===== config.mk =====
export PLATFORM = sky130hd
export DESIGN_NAME = alu_exec_sequencer
export DESIGN_NICKNAME = d
export VERILOG_FILES = /design/src/rtl/alu_exec_sequencer.sv
export SDC_FILE = /design/constraint.sdc
export NUM_CORES = 1
export LEC_CHECK = 0
export CORE_UTILIZATION = 30
export DETAILED_ROUTE_END_ITERATION = 10
export GPL_TIMING_DRIVEN = 0
export PLACE_DENSITY = 0.72
export SLEW_MARGIN = 20
export SYNTH_ARGS = -nofsm -noshare
export SYNTH_HDL_FRONTEND = slang
export SYNTH_SLANG_ARGS = --single-unit

===== constraint.sdc =====
create_clock -name Clock -period 1.7 [get_ports Clock]
set_input_delay 0.51 -clock Clock [delete_from_list [all_inputs] [get_ports Clock]]
set_output_delay 0.51 -clock Clock [all_outputs]
set_load 0.02 [all_outputs]

===== src/rtl/alu_exec_sequencer.sv =====
// ---------------------------------------------------------------------------
// alu_exec_sequencer
// Multi-cycle execute-stage controller for the 12-bit microcontroller.
// Takes one decoded instruction {opcode, addr} at a time. It fetches the
// memory operand, drives the external combinational ALU, and writes the
// result back to the accumulator, the status register or data memory.
// This block owns the Acc and Status registers.
//
// Ports
//   Clock, Reset_n         rising-edge clock, asynchronous active-low reset
//   Start, Instr           execute request; accepted only while idle
//   Busy, Done             busy from accept through the Done cycle; Done pulses in WB
//   MemAddr/MemRd/MemRdata data memory read (MemRdata valid the cycle after MemRd)
//   MemWr/MemWdata         data memory write strobe and data
//   AluEnable/AluMode      ALU enable (EX cycles) and operation select
//   AluOp1/AluOp2          ALU operands (Acc, memory operand)
//   AluCflags              incoming flags for the ALU (= Status)
//   AluResult/AluFlags     ALU outputs {Z,C,S,O}
//   Acc, Status            architectural accumulator and status flags
//
// Configuration macro: ALU_OUT_PIPE_EN
//   When defined, EX is split into EX1/EX2. The ALU outputs are captured at
//   the end of EX1 and moved to the write-back register at the end of EX2.
//   This adds one cycle to every latency.
// ---------------------------------------------------------------------------
module alu_exec_sequencer #(
   parameter int DATA_W = 8,
   parameter int ADDR_W = 8,
   parameter int OPC_W  = 4
) (
   input  logic              Clock,
   input  logic              Reset_n,
   input  logic              Start,
   input  logic [11:0]       Instr,
   output logic              Busy,
   output logic              Done,
   output logic [ADDR_W-1:0] MemAddr,
   output logic              MemRd,
   input  logic [DATA_W-1:0] MemRdata,
   output logic              MemWr,
   output logic [DATA_W-1:0] MemWdata,
   output logic              AluEnable,
   output logic [OPC_W-1:0]  AluMode,
   output logic [DATA_W-1:0] AluOp1,
   output logic [DATA_W-1:0] AluOp2,
   output logic [3:0]        AluCflags,
   input  logic [DATA_W-1:0] AluResult,
   input  logic [3:0]        AluFlags,
   output logic [DATA_W-1:0] Acc,
   output logic [3:0]        Status
);

   typedef enum logic [2:0] {
      S_IDLE = 3'd0,
      S_RD   = 3'd1,
      S_EX   = 3'd2,   // EX1 when the ALU output pipe is enabled
      S_EX2  = 3'd3,   // only entered when the ALU output pipe is enabled
      S_WB   = 3'd4
   } state_t;

   localparam logic [OPC_W-1:0] OPC_STORE = 4'b0010;
   localparam logic [OPC_W-1:0] OPC_LOAD  = 4'b0011;
   localparam logic [OPC_W-1:0] OPC_INC   = 4'b1000;
   localparam logic [OPC_W-1:0] OPC_DEC   = 4'b1001;
   localparam logic [OPC_W-1:0] OPC_NOT   = 4'b1111;

   // Opcodes that work on Acc alone and skip the memory read.
   function automatic logic is_nomem(input logic [OPC_W-1:0] opc);
      logic r;
      case (opc)
         OPC_INC, OPC_DEC, OPC_NOT: r = 1'b1;
         default:                   r = 1'b0;
      endcase
      return r;
   endfunction

   state_t              state_r;
   state_t              next_s;
   logic                accept_s;
   logic [OPC_W-1:0]    opc_r;
   logic [ADDR_W-1:0]   addr_r;
   logic                mem_op_r;
   logic [DATA_W-1:0]   op2_r;
   logic [DATA_W-1:0]   res_r;
   logic [3:0]          flg_r;
   logic [DATA_W-1:0]   acc_r;
   logic [3:0]          status_r;
   logic [DATA_W-1:0]   wdata_r;
   logic                busy_r;
   logic                done_r;
   logic                mem_rd_r;
   logic                mem_wr_r;
   logic                alu_en_r;
`ifdef ALU_OUT_PIPE_EN
   logic [DATA_W-1:0]   pipe_res_r;
   logic [3:0]          pipe_flg_r;
`endif

   assign accept_s = (state_r == S_IDLE) && Start;

   // Next-state decode for the execute sequence.
   always_comb begin
      next_s = state_r;
      case (state_r)
         S_IDLE: begin
            if (Start) begin
               next_s = is_nomem(Instr[11 -: OPC_W]) ? S_EX : S_RD;
            end else begin
               next_s = S_IDLE;
            end
         end
         S_RD: next_s = S_EX;
`ifdef ALU_OUT_PIPE_EN
         S_EX: next_s = S_EX2;
`else
         S_EX: next_s = S_WB;
`endif
         S_EX2: next_s = S_WB;
         S_WB:  next_s = S_IDLE;
         default: next_s = S_IDLE;
      endcase
   end

   // State register and strobes. The strobes are decoded from next_s so that
   // they come from flops and line up exactly with the state they belong to.
   always_ff @(posedge Clock or negedge Reset_n) begin
      if (!Reset_n) begin
         state_r  <= S_IDLE;
         busy_r   <= 1'b0;
         done_r   <= 1'b0;
         mem_rd_r <= 1'b0;
         mem_wr_r <= 1'b0;
         alu_en_r <= 1'b0;
      end else begin
         state_r  <= next_s;
         busy_r   <= (next_s != S_IDLE);
         done_r   <= (next_s == S_WB);
         mem_rd_r <= (next_s == S_RD);
         mem_wr_r <= (next_s == S_WB) && (opc_r == OPC_STORE);
         alu_en_r <= (next_s == S_EX) || (next_s == S_EX2);
      end
   end

   // Instruction capture, operand capture, ALU result staging and write-back.
   always_ff @(posedge Clock or negedge Reset_n) begin
      if (!Reset_n) begin
         opc_r    <= {OPC_W{1'b0}};
         addr_r   <= {ADDR_W{1'b0}};
         mem_op_r <= 1'b0;
         op2_r    <= {DATA_W{1'b0}};
         res_r    <= {DATA_W{1'b0}};
         flg_r    <= 4'b0000;
         acc_r    <= {DATA_W{1'b0}};
         status_r <= 4'b0000;
         wdata_r  <= {DATA_W{1'b0}};
`ifdef ALU_OUT_PIPE_EN
         pipe_res_r <= {DATA_W{1'b0}};
         pipe_flg_r <= 4'b0000;
`endif
      end else begin
         if (accept_s) begin
            opc_r    <= Instr[11 -: OPC_W];
            addr_r   <= Instr[ADDR_W-1:0];
            mem_op_r <= !is_nomem(Instr[11 -: OPC_W]);
         end
         if ((state_r == S_EX) && mem_op_r) begin
            op2_r <= MemRdata;
         end
`ifdef ALU_OUT_PIPE_EN
         if (state_r == S_EX) begin
            pipe_res_r <= AluResult;
            pipe_flg_r <= AluFlags;
         end
         if (state_r == S_EX2) begin
            res_r <= pipe_res_r;
            flg_r <= pipe_flg_r;
         end
`else
         if (state_r == S_EX) begin
            res_r <= AluResult;
            flg_r <= AluFlags;
         end
`endif
         if ((next_s == S_WB) && (opc_r == OPC_STORE)) begin
            wdata_r <= acc_r;
         end
         if (state_r == S_WB) begin
            case (opc_r)
               OPC_STORE: acc_r <= acc_r;
               OPC_LOAD:  acc_r <= res_r;
               default: begin
                  acc_r    <= res_r;
                  status_r <= flg_r;
               end
            endcase
         end
      end
   end

   // Read data arrives during the first EX cycle. It is forwarded straight to
   // the ALU in that cycle and is held in op2_r from then on.
   assign AluOp2 = ((state_r == S_EX) && mem_op_r) ? MemRdata : op2_r;

   assign Busy      = busy_r;
   assign Done      = done_r;
   assign MemAddr   = addr_r;
   assign MemRd     = mem_rd_r;
   assign MemWr     = mem_wr_r;
   assign MemWdata  = wdata_r;
   assign AluEnable = alu_en_r;
   assign AluMode   = opc_r;
   assign AluOp1    = acc_r;
   assign AluCflags = status_r;
   assign Acc       = acc_r;
   assign Status    = status_r;

endmodule

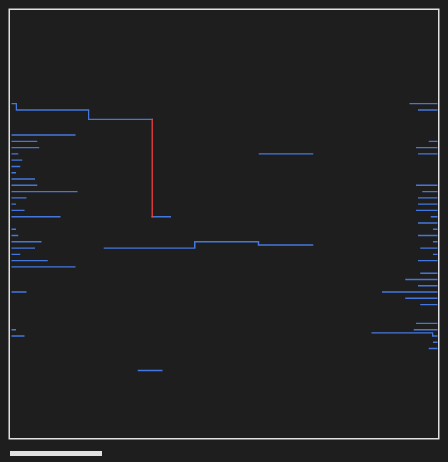
Figure 1: run 1, wiring by layer.
The bar under the picture is 20 um long. Only two layers are drawn.
legend:
  met4:
    color: red
    wire_length: 21.1 um
  met3:
    color: blue
    wire_length: 334 um

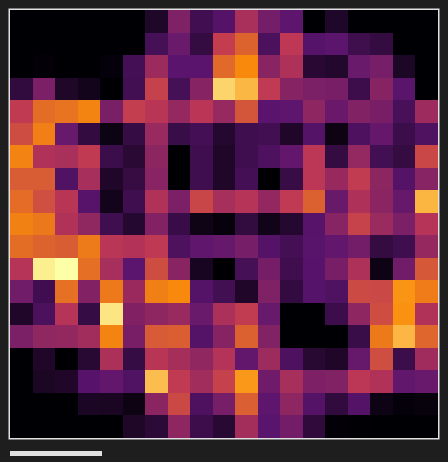
Figure 2: run 1, wiring heat map.
The bar under the picture is 20 um long. The die is cut into 19 by 19 equal tiles; black is low, pale yellow is high, scaled to the fullest tile. Values are wire area over tile area, all layers added.
densest ninth of the die: west
fullest tile: 0.33
mean over tiles: 0.098
nearly empty tiles: 15%
tiles over half the peak: 19%

==> impl_metrics.env, run 1 <==
# flow metrics
export IMPL_setup_violators_final=20
export IMPL_cts_buffer_depth=2
export IMPL_grt_ovfl_total=0
export IMPL_violations_in_the_final_reports="negative setup slack"
export IMPL_cts_tree="built"
export IMPL_critical_path_slowest_cell="sky130_fd_sc_hd__dfrtp_2"
export IMPL_placeable_core_area_mm2=0.007848
export IMPL_async_reset_ff_share_pct=100.0
export IMPL_worst_pin_slew_ps=489.6
export IMPL_p_sw_share_pct=34.73
export IMPL_num_io_pins=92
export IMPL_final_critical_path_setup_slack_ps=-494.4
export IMPL_synth_top_cell_area_share_pct=61.83
export IMPL_grt_util_all_layers_pct=13.75
export IMPL_synth_area_yosys_mm2=0.002469
export IMPL_pwr_group_sequential_mw=2.56
export IMPL_hold_viol=0
export IMPL_worst_setup_path_start_kind="register"
export IMPL_first_pass_iters=4
export IMPL_final_min_clock_period_ps=2194
export IMPL_cts_num_sinks=61
export IMPL_vdd_ir_drop_worst_v=0.0009787
export IMPL_minimum_setup_slack_after_placement_ps=-771.0
export IMPL_status="finished with violations"
export IMPL_powerDensity_mw_per_mm2=2080
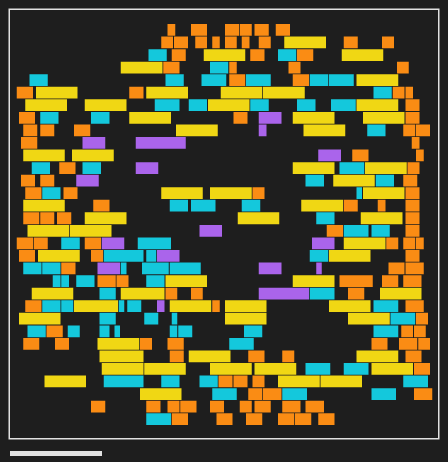
Figure 3: run 1, cell classes on the final placement.
The bar under the picture is 20 um long.
legend:
  flip-flops:
    color: yellow
    cells: 61
  clock drivers and dummy loads:
    color: purple
    cells: 16
  other buffers and delay cells:
    color: orange
    cells: 120
  all other logic:
    color: cyan
    cells: 75

==> run 1: layer usage <==
metal	GRT usage [%]	vias up	wire, um
met2	22.47	64	2672
met4	4.231	0	21
li1	-	757	-
met3	4.762	2	333
met1	17.12	801	2324
met5	0	-	0
==> run 1: worst max-delay path: cells and delay by family (launching register included) <==
kind | cells | cell delay (ps)
muxes | 1 | 330
buffers and inverters | 1 | 130
DFF | 1 | 420
and+or+nand+nor | 2 | 480
==> run 1: area by class of cell <==
class                           count  area share [%]
Multi-Input combinational cell     74           22.96
Clock buffer                       12           4.056
Tap cell                          102           3.337
Clock inverter                      4           1.832
Timing Repair Buffer              106           24.93
Buffer                             14           2.781
Sequential cell                    61           40.01
Inverter                            1         0.09814
==> run 1: worst paths after layout <==
kind                             from      endpoint  slack, ps  depth (start not counted)
max in group asynchronous     Reset_n    MemAddr[2]       1110                          2
max reg2reg                state_r[0]  AluCflags[1]        -60                          4
max                        state_r[2]     AluOp2[1]       -490                          4
min reg2reg                  res_r[3]        Acc[3]        500                          1
min in group Clock           res_r[3]        Acc[3]        500                          1
min                           Reset_n      op2_r[6]         90                          1
==> run 1: logic make-up (layout without fill, tap and decap cells) <==
group                  Yosys count  after routing  share of synthesized area, %
AND-OR/OR-AND                    7              7                         2.534
buffers and inverters           16            137                         4.764
flip-flops                      61             61                         61.83
multiplexers                    52             52                         24.94
AND/OR/NAND/NOR                 15             15                         5.930
==> run 1: timing repair <==
action / CTS / global route
setup buffers: 12 / 2
setup endpoints to repair: 74 / 29
gates cloned: 0 / 0
pin swaps: 4 / 3
resized: 115 / 13
==> run 1: flip-flops by register name (all words and copies together), names as in the netlist, 4 cells and up <==
register / flops
AluCflags: 4
flg_r: 4
AluMode: 4
Acc: 8
MemWdata: 8
op2_r: 8
MemAddr: 8
res_r: 8
Figure 4. Routing congestion map (run 1).
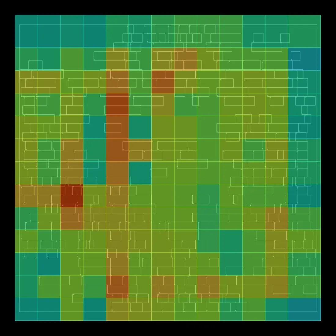

==> run 2: changes to the inputs <==
--- a/config.mk
+++ b/config.mk
@@ -6,6 +6,7 @@
 export NUM_CORES = 1
 export LEC_CHECK = 0
 export CORE_UTILIZATION = 30
+export CTS_BUF_LIST = sky130_fd_sc_hd__clkbuf_16
 export DETAILED_ROUTE_END_ITERATION = 10
 export GPL_TIMING_DRIVEN = 0
 export PLACE_DENSITY = 0.72
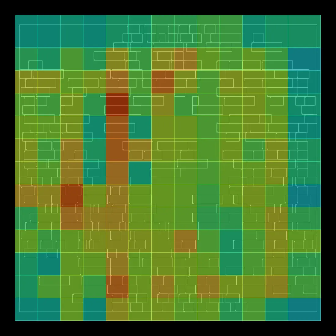
Figure 5: run 2, routing congestion map.
overall routing resource usage: 14.06%
met3 Usage GRT: 4.762%
GR Layer Usage met1: 17.03%

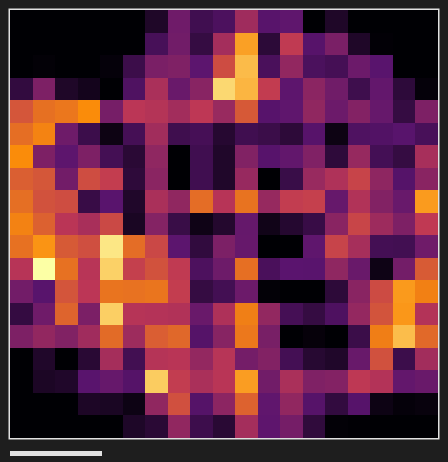
Figure 6: run 2, wiring heat map.
The bar under the picture is 20 um long. The die is cut into 19 by 19 equal tiles; black is low, pale yellow is high, scaled to the fullest tile. Values are wire area over tile area, all layers added.
densest ninth of the die: west
tiles over half the peak: 21%
emptiest ninth of the die: north-east
nearly empty tiles: 16%
fullest tile: 0.32
mean over tiles: 0.10

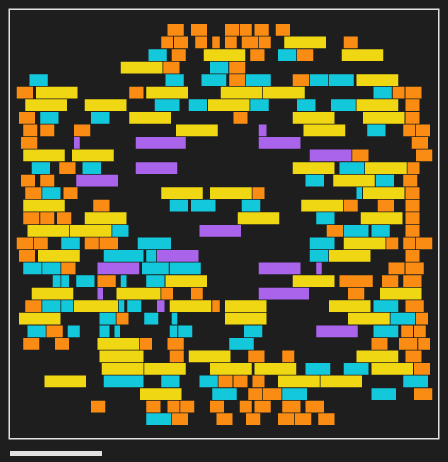
Figure 7: run 2, cell classes on the final placement.
The bar under the picture is 20 um long.
legend:
  all other logic:
    color: cyan
    cells: 75
  other buffers and delay cells:
    color: orange
    cells: 117
  flip-flops:
    color: yellow
    cells: 61
  clock drivers and dummy loads:
    color: purple
    cells: 16

==> run 2 against run 1 <==
The flow still finishes with violations (negative setup slack). Fmax is 0.34% higher. First-iteration DRC count is 5.4% lower. Flip-flop count stayed put. Non-clock buffer count is 3 lower. Cell count is 0.80% lower. Count of clock-buffer cells in the layout is 3 lower. Die area stayed put. Register-to-register slack hardly changed. Largest power group unchanged. Via count hardly changed.
==> impl_metrics.env, run 2 <==
# flow metrics
export IMPL_ff2ff_path_depth=4
export IMPL_critical_path_slowest_cell="sky130_fd_sc_hd__dfrtp_2"
export IMPL_placeable_core_area_mm2=0.007848
export IMPL_grt_ovfl_total=0
export IMPL_yosys_dominant_comb_family="multiplexers"
export IMPL_grt_util_met2_pct=23.27
export IMPL_status="finished with violations"
export IMPL_async_reset_ff_share_pct=100.0
export IMPL_cpLargestDelayFamily="simple AND/OR/NAND/NOR gates"
export IMPL_cts_buffer_depth=2
export IMPL_synth_area_yosys_mm2=0.002469
export IMPL_powerDensity_mw_per_mm2=2133
export IMPL_worst_pin_slew_ps=593.7
export IMPL_minimum_setup_slack_after_placement_ps=-771.0
export IMPL_ys_sh_simple_pct=5.930
export IMPL_violations_in_the_final_reports="negative setup slack"
export IMPL_setup_violators_final=20
export IMPL_cts_tree="built"
export IMPL_cts_num_sinks=61
export IMPL_final_min_clock_period_ps=2187
export IMPL_final_critical_path_setup_slack_ps=-487.0
export IMPL_num_io_pins=92
export IMPL_timing_critical_path_depth=4
run 2: worst register-to-register path, cell delays in order (launching register included):
cell	delay (ps)
sky130_fd_sc_hd__dfrtp_2	420
sky130_fd_sc_hd__buf_4	170
sky130_fd_sc_hd__or3b_4	440
sky130_fd_sc_hd__a21oi_4	280
sky130_fd_sc_hd__mux2_4	330
run 2: cells by family (layout without fill, tap and decap cells):
group / count (synthesis) / after routing
and+or+nand+nor: 15 / 15
muxes: 52 / 52
AOI/OAI and AO/OA: 7 / 7
DFF: 61 / 61
buffers and inverters: 16 / 134
run 2: where the power goes:
group          internal (mW)  total (mW)  leakage (nW)  switching [mW]
clock                   1.26        1.85         0.155           0.589
combinational           2.14        3.95         0.959            1.81
sequential              2.16        2.58         0.738           0.420
run 2: worst paths after layout:
kind,slack (ps),end,start
max reg2reg,-60,AluCflags[1],state_r[0]
min,100,op2_r[6],Reset_n
min in group Clock,500,MemWdata[3],MemWdata[3]
min reg2reg,500,MemWdata[3],MemWdata[3]
max in group asynchronous,1100,MemAddr[2],Reset_n
max,-490,AluOp2[1],state_r[2]
run 2: layer usage:
metal	up-vias	wire, um
met4	0	75
met5	-	0
met1	797	2294
met2	66	2691
li1	753	-
met3	7	338
run 2: final cells by class:
class / instances / area [um^2] / area share (%)
repair buffers: 103 / 970.9 / 24.74
plain buffers: 14 / 106.4 / 2.710
clock buffers: 9 / 225.2 / 5.740
flip-flops and latches: 61 / 1530 / 39.00
well taps: 102 / 127.6 / 3.253
clock inverters: 7 / 81.33 / 2.073
inverters: 1 / 3.754 / 0.09566
multi-input cells: 74 / 878.3 / 22.39
run 2: timing repair:
action | CTS | global route
resized | 103 | 12
pin swaps | 3 | 3
endpoints found under the setup margin | 74 | 37
hold buffers | 0 | 0
buffers inserted | 9 | 2
Figure 8. Selected gate families (run 2).
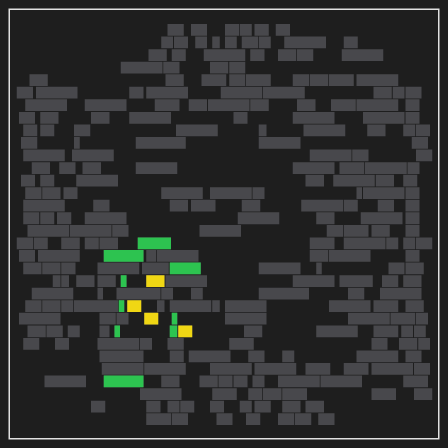

==> run 3: changes to the inputs <==
--- a/config.mk
+++ b/config.mk
@@ -10,6 +10,7 @@
 export DETAILED_ROUTE_END_ITERATION = 10
 export GPL_TIMING_DRIVEN = 0
 export PLACE_DENSITY = 0.72
+export RECOVER_POWER = 100
 export SLEW_MARGIN = 20
 export SYNTH_ARGS = -nofsm -noshare
 export SYNTH_HDL_FRONTEND = slang
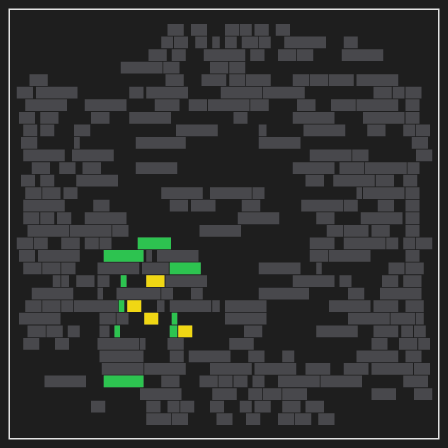
Figure 9: run 3, selected gate families.
legend:
  NOR gates:
    color: green
    cells: 9
    most_used: nor2_1
  AND and OR gates:
    color: yellow
    cells: 4
    most_used: and2b_2

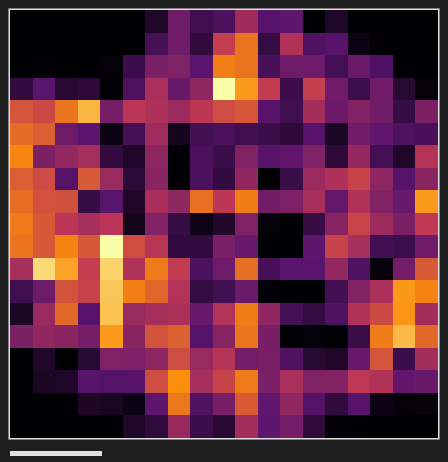
Figure 10: run 3, wiring heat map.
The bar under the picture is 20 um long. The die is cut into 19 by 19 equal tiles; black is low, pale yellow is high, scaled to the fullest tile. Values are wire area over tile area, all layers added.
densest ninth of the die: west
fullest tile: 0.32
mean over tiles: 0.099
tiles over half the peak: 20%
nearly empty tiles: 17%

==> run 3 against run 2 <==
The flow still finishes with violations (negative setup slack). Highest routed layer unchanged. Non-clock buffer count is the same. Clock power is essentially flat. Cell area shrank 0.73%. Core utilization shrank 0.37 points. Flip-flop count is the same. Global-route usage is the same. Via count is essentially flat. Worst setup slack gained 0.95 ps. Critical path depth is the same. Clock skew is essentially flat.
==> impl_metrics.env, run 3 <==
# flow metrics
export IMPL_cts_tree="built"
export IMPL_cpLargestDelayFamily="simple AND/OR/NAND/NOR gates"
export IMPL_critical_path_n_buffers_inverters=1
export IMPL_status="finished with violations"
export IMPL_final_critical_path_setup_slack_ps=-486.1
export IMPL_grt_util_all_layers_pct=14.06
export IMPL_grt_ovfl_total=0
export IMPL_powerDensity_mw_per_mm2=2138
export IMPL_final_core_utilization_pct=49.63
export IMPL_final_min_clock_period_ps=2186
export IMPL_synth_area_yosys_mm2=0.002469
export IMPL_worst_setup_path_start_kind="register"
export IMPL_hold_viol=0
export IMPL_cts_hold_buffers=0
export IMPL_number_of_antenna_violations_at_the_first_check_in_global_routing=0
export IMPL_violations_in_the_final_reports="negative setup slack"
export IMPL_ys_seq_elements=61
export IMPL_crit_path_cell_trace="nor3b_4 -> and2_4 -> mux2_4 -> buf_6"
export IMPL_cpPeakStageDelay_ps=420
export IMPL_cts_buffer_depth=2
export IMPL_finalWeightedCongestion=0.6568
export IMPL_num_io_pins=92
export IMPL_cts_num_sinks=61
export IMPL_first_pass_iters=3
export IMPL_critical_path_slowest_cell="sky130_fd_sc_hd__dfrtp_2"
export IMPL_async_reset_ff_share_pct=100.0
export IMPL_path_class="reg2out"
export IMPL_min_period_over_period_pct=128.6
export IMPL_largest_area_cell="sky130_fd_sc_hd__dfrtp_1"
export IMPL_setup_violators_final=28
export IMPL_placeable_core_area_mm2=0.007848
export IMPL_vdd_ir_drop_worst_v=0.0009898
export IMPL_worst_pin_slew_ps=622.9
export IMPL_synth_top_cell_area_share_pct=61.83
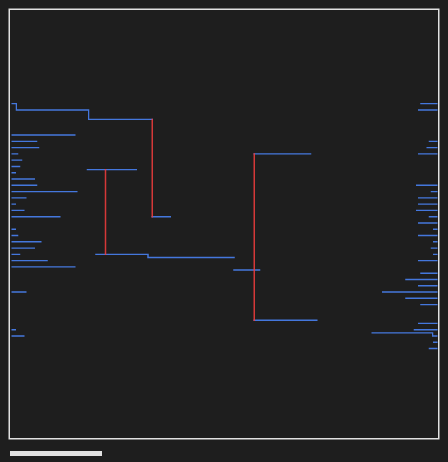
Figure 11: run 3, wiring by layer.
The bar under the picture is 20 um long. Only two layers are drawn.
legend:
  met3:
    color: blue
    wire_length: 334 um
  met4:
    color: red
    wire_length: 75.5 um

[run 3: worst paths after layout]
check / cells past startpoint / end / startpoint / slack, ps
max: 4 / AluOp2[1] / state_r[2] / -490
min: 1 / op2_r[6] / Reset_n / 200
max reg2reg: 4 / AluCflags[1] / state_r[1] / -70
min reg2reg: 1 / MemWdata[3] / MemWdata[3] / 500
max in group asynchronous: 2 / MemWdata[4] / Reset_n / 510
min in group Clock: 1 / MemWdata[3] / MemWdata[3] / 500
[run 3: cells by family after synthesis]
logic type             synth area share, %
AOI/OAI and AO/OA                    2.534
buffers and inverters                4.764
and+or+nand+nor                      5.930
muxes                                24.94
DFF                                  61.83
[run 3: layer usage]
layer	routed length, um	vias up	share of wire, %	GRT usage [%]
met5	0	-	0	0
met4	75	0	1.4	5.000
met3	333	7	6.2	4.762
met2	2710	64	50	23.27
met1	2260	800	42	17.03
li1	-	751	-	-
[run 3: layout make-up]
class	instances	area, um^2
Clock inverter	7	81.33
Timing Repair Buffer	103	948.4
Tap cell	102	127.6
Clock buffer	9	225.2
Buffer	14	102.6
Multi-Input combinational cell	74	875.8
Inverter	1	3.754
Sequential cell	61	1530
Fill cell	729	3953
[run 3: stage by stage]
step                      setup slack, ps  hold WS (ps)
after global placement              -2101         475.7
after floorplan                    -134.3         214.4
final                              -486.1         203.0
after detailed placement           -771.0         440.4
after CTS                          -518.9         100.7
after global routing               -544.1         258.9
[run 3: where the power goes]
part	switching [mW]	internal, mW
registers	0.419	2.16
clock network	0.592	1.26
logic	1.80	2.10
total	2.81	5.52
[run 3: timing repair]
item                       4_1_cts  5_1_grt
pin swaps                        3        3
resized                        103       12
setup buffers                    9        2
setup endpoints to repair       74       37
Power figures rest on the tool's default switching activity, not on a simulated workload.
